### config.mk
export PLATFORM = sky130hd
export DESIGN_NAME = bin_request_sequencer
export DESIGN_NICKNAME = d
export VERILOG_FILES = /design/src/rtl/bin_seq_pkg.sv /design/src/rtl/bin_request_sequencer_cmd_fifo.sv /design/src/rtl/bin_request_sequencer.sv
export SDC_FILE = /design/constraint.sdc
export NUM_CORES = 1
export LEC_CHECK = 0
export CORE_ASPECT_RATIO = 0.7
export CORE_UTILIZATION = 55
export DETAILED_ROUTE_END_ITERATION = 8
export HOLD_SLACK_MARGIN = 0.12
export PLACE_DENSITY = 0.77
export SLEW_MARGIN = 10
export SYNTH_ARGS = -nofsm -noshare
export SYNTH_HDL_FRONTEND = slang
export SYNTH_SLANG_ARGS = --single-unit
### constraint.sdc
create_clock -name clk -period 3.8 [get_ports clk]
set_input_delay 0.76 -clock clk [delete_from_list [all_inputs] [get_ports clk]]
set_output_delay 0.76 -clock clk [all_outputs]
set_load 0.02 [all_outputs]
### src/rtl/bin_seq_pkg.sv
`default_nettype none
// ============================================================================
// Package : bin_seq_pkg
// Shared types and width helpers for the bin request sequencer.
// Rev     : 1.0
// ============================================================================
package bin_seq_pkg;

    // Widest per-command bin count carried through the command buffer.
    // CNT_W of the sequencer must not exceed this.
    localparam int CMD_CNT_MAX_W = 16;

    typedef enum logic [1:0] {
        IDLE = 2'd0,
        LOAD = 2'd1,
        RUN  = 2'd2
    } state_t;

    typedef struct packed {
        logic [7:0]               pstate;
        logic                     bypass;
        logic [CMD_CNT_MAX_W-1:0] num_bins;
    } cmd_t;

    function automatic int nb_width(input int bin_width);
        return (bin_width > 1) ? $clog2(bin_width) : 1;
    endfunction

    function automatic int out_cnt_width(input int out_w);
        return $clog2(out_w + 1);
    endfunction

endpackage
`default_nettype wire

### src/rtl/bin_request_sequencer_cmd_fifo.sv
`default_nettype none
// ============================================================================
// Module : cmd_fifo
// Synchronous FIFO with full/empty flags; depth must be a power of two.
// Rev    : 1.0
// ============================================================================
module cmd_fifo #(
    parameter int WIDTH = 8,
    parameter int DEPTH = 4
) (
    input  logic             clk,
    input  logic             reset,
    input  logic             push,
    input  logic [WIDTH-1:0] wr_data,
    input  logic             pop,
    output logic [WIDTH-1:0] rd_data,
    output logic             full,
    output logic             empty
);

    localparam int AW = (DEPTH > 1) ? $clog2(DEPTH) : 1;
    localparam int CW = $clog2(DEPTH + 1);

    logic [WIDTH-1:0] mem_q [DEPTH];
    logic [AW-1:0]    wr_ptr_q, wr_ptr_d;
    logic [AW-1:0]    rd_ptr_q, rd_ptr_d;
    logic [CW-1:0]    count_q, count_d;
    logic             do_push, do_pop;

    assign full    = (count_q == CW'(DEPTH));
    assign empty   = (count_q == '0);
    assign rd_data = mem_q[rd_ptr_q];

    always_comb begin
        do_push  = push && !full;
        do_pop   = pop && !empty;
        wr_ptr_d = do_push ? wr_ptr_q + AW'(1) : wr_ptr_q;
        rd_ptr_d = do_pop  ? rd_ptr_q + AW'(1) : rd_ptr_q;
        count_d  = count_q + CW'(do_push) - CW'(do_pop);
    end

    always_ff @(posedge clk or posedge reset) begin
        if (reset) begin
            wr_ptr_q <= '0;
            rd_ptr_q <= '0;
            count_q  <= '0;
        end else begin
            wr_ptr_q <= wr_ptr_d;
            rd_ptr_q <= rd_ptr_d;
            count_q  <= count_d;
        end
    end

    // Storage needs no reset: the count gates every read.
    always_ff @(posedge clk) begin
        if (do_push) begin
            mem_q[wr_ptr_q] <= wr_data;
        end
    end

endmodule
`default_nettype wire

### src/rtl/bin_request_sequencer.sv
`default_nettype none
// ============================================================================
// Module : bin_request_sequencer
// Buffers decode commands, drives the Decoder bin controls, packs bins into words.
// Rev    : 1.0
// ============================================================================
module bin_request_sequencer
    import bin_seq_pkg::*;
#(
    parameter  int BIN_WIDTH  = 4,
    parameter  int CNT_W      = 7,
    parameter  int FIFO_DEPTH = 4,
    parameter  int OUT_W      = 8,
    localparam int NB_W       = nb_width(BIN_WIDTH),
    localparam int OCW        = out_cnt_width(OUT_W)
) (
    input  logic             clk,
    input  logic             reset,
    input  logic             cmd_valid,
    output logic             cmd_ready,
    input  logic [7:0]       cmd_pstate,
    input  logic             cmd_bypass,
    input  logic [CNT_W-1:0] cmd_num_bins,
    output logic             dec_en,
    output logic [7:0]       dec_pstate,
    output logic             dec_bypass,
    output logic [NB_W-1:0]  dec_n_bin,
    input  logic             dec_stall,
    input  logic [BIN_WIDTH-1:0] dec_bin,
    output logic             out_valid,
    input  logic             out_ready,
    output logic [OUT_W-1:0] out_data,
    output logic [OCW-1:0]   out_count,
    output logic             out_last
);

    localparam int RW = CMD_CNT_MAX_W;

    state_t              state_q, state_d;
    cmd_t                act_q, act_d;
    cmd_t                cmd_in, cmd_head;
    logic [OCW-1:0]      fill_q, fill_d;
    logic [OUT_W-1:0]    acc_q, acc_d, acc_next;
    logic                out_valid_q, out_valid_d;
    logic [OUT_W-1:0]    out_data_q, out_data_d;
    logic [OCW-1:0]      out_count_q, out_count_d;
    logic                out_last_q, out_last_d;
    logic                alive_q;
    logic                fifo_full, fifo_empty, fifo_push, fifo_pop;
    logic [OCW-1:0]      k, fill_sum;
    logic [BIN_WIDTH-1:0] bin_mask;
    logic                fire, last, emit;

    // Held low through reset and released one edge later.
    always_ff @(posedge clk or posedge reset) begin
        if (reset) alive_q <= 1'b0;
        else       alive_q <= 1'b1;
    end

    assign cmd_ready = alive_q && !fifo_full;
    assign fifo_push = cmd_valid && cmd_ready;

    always_comb begin
        cmd_in          = '0;
        cmd_in.pstate   = cmd_pstate;
        cmd_in.bypass   = cmd_bypass;
        cmd_in.num_bins = RW'(cmd_num_bins);
    end

    cmd_fifo #(
        .WIDTH ($bits(cmd_t)),
        .DEPTH (FIFO_DEPTH)
    ) u_cmd_fifo (
        .clk     (clk),
        .reset   (reset),
        .push    (fifo_push),
        .wr_data (cmd_in),
        .pop     (fifo_pop),
        .rd_data (cmd_head),
        .full    (fifo_full),
        .empty   (fifo_empty)
    );

    // Bins this cycle; forced to 1 when no bins remain so dec_n_bin never wraps.
    always_comb begin
        if (!act_q.bypass || act_q.num_bins == '0) begin
            k = OCW'(1);
        end else if (32'(act_q.num_bins) < 32'(BIN_WIDTH)) begin
            k = OCW'(act_q.num_bins);
        end else begin
            k = OCW'(BIN_WIDTH);
        end
        for (int i = 0; i < BIN_WIDTH; i++) begin
            bin_mask[i] = (32'(i) < 32'(k));
        end
        fill_sum = fill_q + k;
        last     = (act_q.num_bins == RW'(k));
        emit     = last || (fill_sum == OCW'(OUT_W));
        acc_next = acc_q | (OUT_W'(dec_bin & bin_mask) << fill_q);
        dec_en   = (state_q == RUN) && (!out_valid_q || out_ready);
        fire     = dec_en && !dec_stall;
    end

    always_comb begin
        state_d     = state_q;
        act_d       = act_q;
        fill_d      = fill_q;
        acc_d       = acc_q;
        out_valid_d = out_valid_q;
        out_data_d  = out_data_q;
        out_count_d = out_count_q;
        out_last_d  = out_last_q;
        fifo_pop    = 1'b0;

        if (out_valid_q && out_ready) begin
            out_valid_d = 1'b0;
        end

        case (state_q)
            IDLE: begin
                if (!fifo_empty) begin
                    fifo_pop = 1'b1;
                    act_d    = cmd_head;
                    state_d  = LOAD;
                end
            end
            LOAD: begin
                state_d = (act_q.num_bins == '0) ? IDLE : RUN;
            end
            RUN: begin
                if (fire) begin
                    act_d.num_bins = act_q.num_bins - RW'(k);
                    if (emit) begin
                        // Accumulator is cleared so the next word starts with zero upper bits.
                        fill_d      = '0;
                        acc_d       = '0;
                        out_valid_d = 1'b1;
                        out_data_d  = acc_next;
                        out_count_d = fill_sum;
                        out_last_d  = last;
                        if (last) state_d = IDLE;
                    end else begin
                        fill_d = fill_sum;
                        acc_d  = acc_next;
                    end
                end
            end
            default: state_d = IDLE;
        endcase
    end

    always_ff @(posedge clk or posedge reset) begin
        if (reset) begin
            state_q     <= IDLE;
            act_q       <= '0;
            fill_q      <= '0;
            acc_q       <= '0;
            out_valid_q <= 1'b0;
            out_data_q  <= '0;
            out_count_q <= '0;
            out_last_q  <= 1'b0;
        end else begin
            state_q     <= state_d;
            act_q       <= act_d;
            fill_q      <= fill_d;
            acc_q       <= acc_d;
            out_valid_q <= out_valid_d;
            out_data_q  <= out_data_d;
            out_count_q <= out_count_d;
            out_last_q  <= out_last_d;
        end
    end

    assign dec_pstate = act_q.pstate;
    assign dec_bypass = act_q.bypass;
    assign dec_n_bin  = NB_W'(k - OCW'(1));
    assign out_valid  = out_valid_q;
    assign out_data   = out_data_q;
    assign out_count  = out_count_q;
    assign out_last   = out_last_q;

endmodule
`default_nettype wire

Placed standard cells:
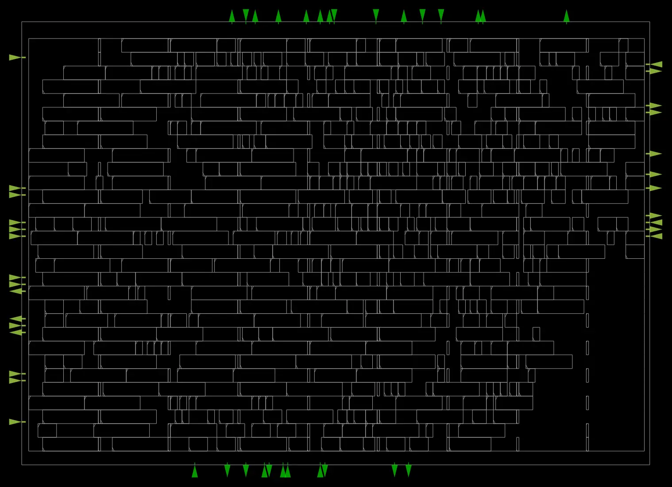
fin util: 70.38%
layout filler cell count: 682
TAP cells: 128

Where the registers sit:
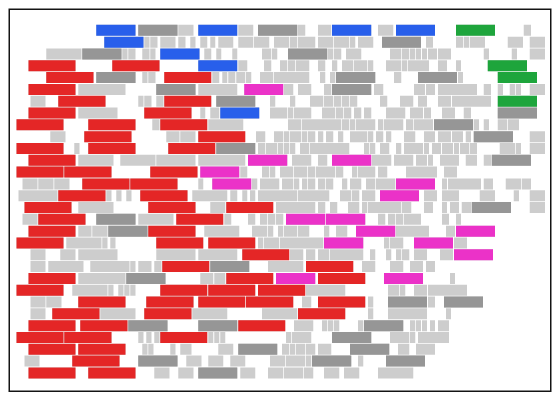
Key: `act_q` = magenta [placed flops 16]; `out_count` = green [placed flops 4, where north-east]; `out_data` = blue [placed flops 8]; `u_cmd_fifo.mem_q` = red [placed flops 64]
Another 33 sequential cells are not colored.

Wiring heat map:
Bar = 20 µm. The die is cut into 25 by 18 equal tiles; black is low, pale yellow is high, scaled to the fullest tile. Values are wire area over tile area, all layers added.
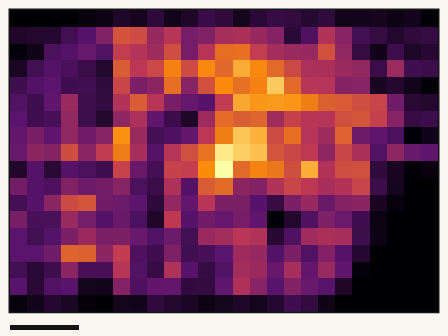
9.8% of the tiles are nearly empty. The fullest tile reaches 0.65. 19% of the tiles are over half the peak.

Placement by cell class:
Fill, decap, tap and diode cells in gray.
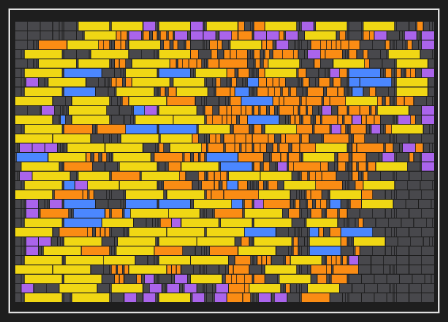
Key: clock drivers and dummy loads = blue [cells 32, share of their area 9.0%]; sequential cells = yellow [cells 125, share of their area 50%]; combinational and other logic = orange [cells 307, share of their area 32%]; remaining buffers and delay cells = purple [cells 61, share of their area 8.6%]

Close-up of the layout:
Bar = 20 µm. Window x 6 to 56, y 0 to 50 µm. Cells in gray, sequential cells in the stronger gray; small squares are vias.
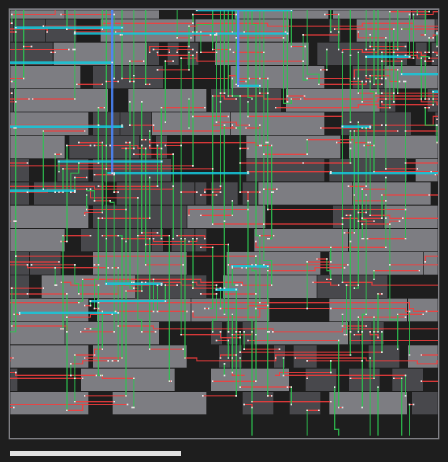
Key: metal 1 = red; metal 3 = cyan; metal 2 = green; metal 4 = blue
107 logic cells have their middle in the window. Most frequent: edfxtp_1 (35), nand2_1 (21), clkdlybuf4s50_1 (16). Netlist names of flops here include `u_cmd_fifo.mem_q` (35), `dec_pstate` (6), `u_cmd_fifo.rd_ptr_q` (2). Sequential cells in the window: 44.

what timing repair did:
action	4_1_cts	5_1_grt
setup endpoints to repair	4	17
pin swaps	0	3
buffers inserted	0	1
gates resized	1	4
tightest hold or removal path, stage by stage, from the launching register on:
cell and delay [ps]:
dfrtp_1 340, nand2_1 50, nand2_1 60
routing by layer:
metal	routed length (µm)	up-vias
li1	-	1765
met1	5785	1969
met2	6165	187
met3	1008	31
met4	282	0
met5	0	-
power groups by stage:
stage / clock network, W / registers [W] / logic (W)
finish: 0.00168 / 0.00222 / 0.00258
global route: 0.00175 / 0.00227 / 0.00281
CTS: 0.00169 / 0.00221 / 0.00253
detailed placement: 0 / 0.00221 / 0.00248
global placement: 0 / 0.00219 / 0.00238
floorplan: 0 / 0.00213 / 0.00180
stage by stage:
stage                     total power [W]  instances  utilization, %
after floorplan                  0.003934        460               -
after global placement           0.004573        620           63.86
after detailed placement         0.004693        620           63.86
after CTS                        0.006430        652           70.03
after global routing             0.006834        653           70.38
final                            0.006482        653           70.38
area by class of cell:
type                            instances  area (µm²)  area share (%)
Sequential cell                       125        3448           49.26
Multi-Input combinational cell        281        2095           29.92
Timing Repair Buffer                   61       585.6           8.365
Clock buffer                           18       429.2           6.130
Clock inverter                         14       183.9           2.627
Tap cell                              128       160.2           2.288
Inverter                               26       98.84           1.412
registers in the layout, indices dropped and copies added (netlist names), 2 cells and up:
signal               cells
out_count                4
state_q                  2
act_q                   16
out_data                 8
u_cmd_fifo.rd_ptr_q      2
u_cmd_fifo.count_q       3
fill_q                   4
u_cmd_fifo.mem_q        64
acc_q                    8
dec_pstate               8
u_cmd_fifo.wr_ptr_q      2
==> run summary <==
fresh numbers from the pnr run: placed cell areas=between 6000 and 7000 µm², first-pass GRT wire length=~21,000 µm, FF+latch count, synth=125, Ant. Diodes=0, synth warn=0, Log Warnings=30, Top cell excl fill/tap=edfxtp_1, largest net degree at the start of global routing=about 55, reg-to-reg setup timing slack=approximately 250 ps, met3 usage=between 7 and 8%, Adder Share, Synth=4.299%, worst slack, placed=approximately 18 ps, Seq/Total Area, Yosys=59.83%, leakage=between 2 and 3 nW, die area=between 10,000 and 15,000 µm², Crit Reg-Reg Startpoint=act_q[11], grt ovf=0, CTS H-tree depth=4, Core ar.=9947 µm², Reg power frac=about a third, period utilization=96.30%, grt met1 use=between 30% and 40%, Post-synth EDFFs=around 64, min-delay worst type=reg -> reg, Setup crit end kind=output port, slowest CP cell=clkdlybuf4s50_1, Top cells excl fill/tap=64 x edfxtp_1, 61 x dfrtp_1, 51 x nand2_1, 51 x clkdlybuf4s50_1, 36 x nor2_1, Die Y=87.65 µm, xor/xnor share=2.432%, WP data required=slightly above 3000 ps, simple share=14.11%, vias in the first global route=about 3,900, main logic family after synthesis=simple AND/OR/NAND/NOR gates, yosys cell count=459, I/O Buffers=between 50 and 60, antenna-violating nets left=0, WHS Endpoint=out_count[0], total negative slack=0 ps, Final WS setup=around 140 ps, GR peak layer=met2, commonest cells in the netlist=64 x edfxtp_1, 61 x dfrtp_1, 51 x nand2_1, number of distinct library cells after synthesis=~60, routed wire length per instance=just over 20 µm, CP Max Fanout=5, Vias/cell=slightly above 6, Critical Path End=dec_n_bin[1], layout cell share with drive strength beyond 1=roughly 15%, most used cell, CP=inv_1, total wire length=roughly 13,000 µm, clock slew at reported path FFs=~60 ps, met2 Track Usage GR=between 40% and 50%, status=finished, final reports clean, Worst Tran Pin Value=about 970 ps, Fmax=between 0.2 and 0.3 GHz, Worst Reg-to-Reg Cells=12, Worst slew margin=a little over a third, Post-synth top flop=edfxtp_1, # hold bufs at CTS=0, CP Cell Sequence=nor4_4 -> and4_4 -> nand3_1 -> inv_1 -> ha_1 -> inv_1 -> clkdlybuf4s50_1, CTS tree=done, Area Overhead vs Synth=21.47%, DIE WIDTH=~120 µm, clk ins delay skew pair=approximately 420 ps, Comb power frac=39.8%, DRC viols=0, # setup viols final=0, Pwr per Cell Area=926.0 nW/µm², row count=30, Init Core Util=between 50 and 60%, mux share=under 10%, Final #Nets=around 560, most frequent cell after synthesis=edfxtp_1, Syn Area/Cell=12.56 µm², switching share of power=roughly two fifths, Async S/R FF share, synth=roughly half, vias post-DR=between 3,000 and 4,000, clock sinks=about 130, Root Driver=clkbuf_16, AO/OA Area Share=about 7.9%, cell taking the most area after synthesis=edfxtp_1, top cells, area=edfxtp_1 33%, dfrtp_1 26%, mux4_2 6.6%, nand2_1 3.3%, ha_1 3.3%, max incr delay on CP=between 500 and 600 ps, worst r2r dst=out_data[5], Top-area cell share=approximately a third, Max Cap Viol=0, placer congestion estimate=around 0.86, initial antenna violation count=0, fin area=7000 µm², CTS max path bufs=2, I/O pin cnt=between 50 and 60, worst hold path cell count=2, CP Launch Point=act_q[11], NetSw=0.002491 W, final hold violation count=0, Crit path max-delay family=simple AND/OR/NAND/NOR gates, cells after synthesis=459, total CTS buffers=17, Setup Skew=between 7 and 8 ps, CP Depth=7, Internal=0.003992 W, max-slew violation count=0, Pre-antenna DRT Iters=7, yosys stat area=5763 µm², fin crit period=3660 ps, unrepaired setup endpoints after global routing=false, placed wire-length estimate=around 8000 µm
Power and IR drop assume default switching activity.
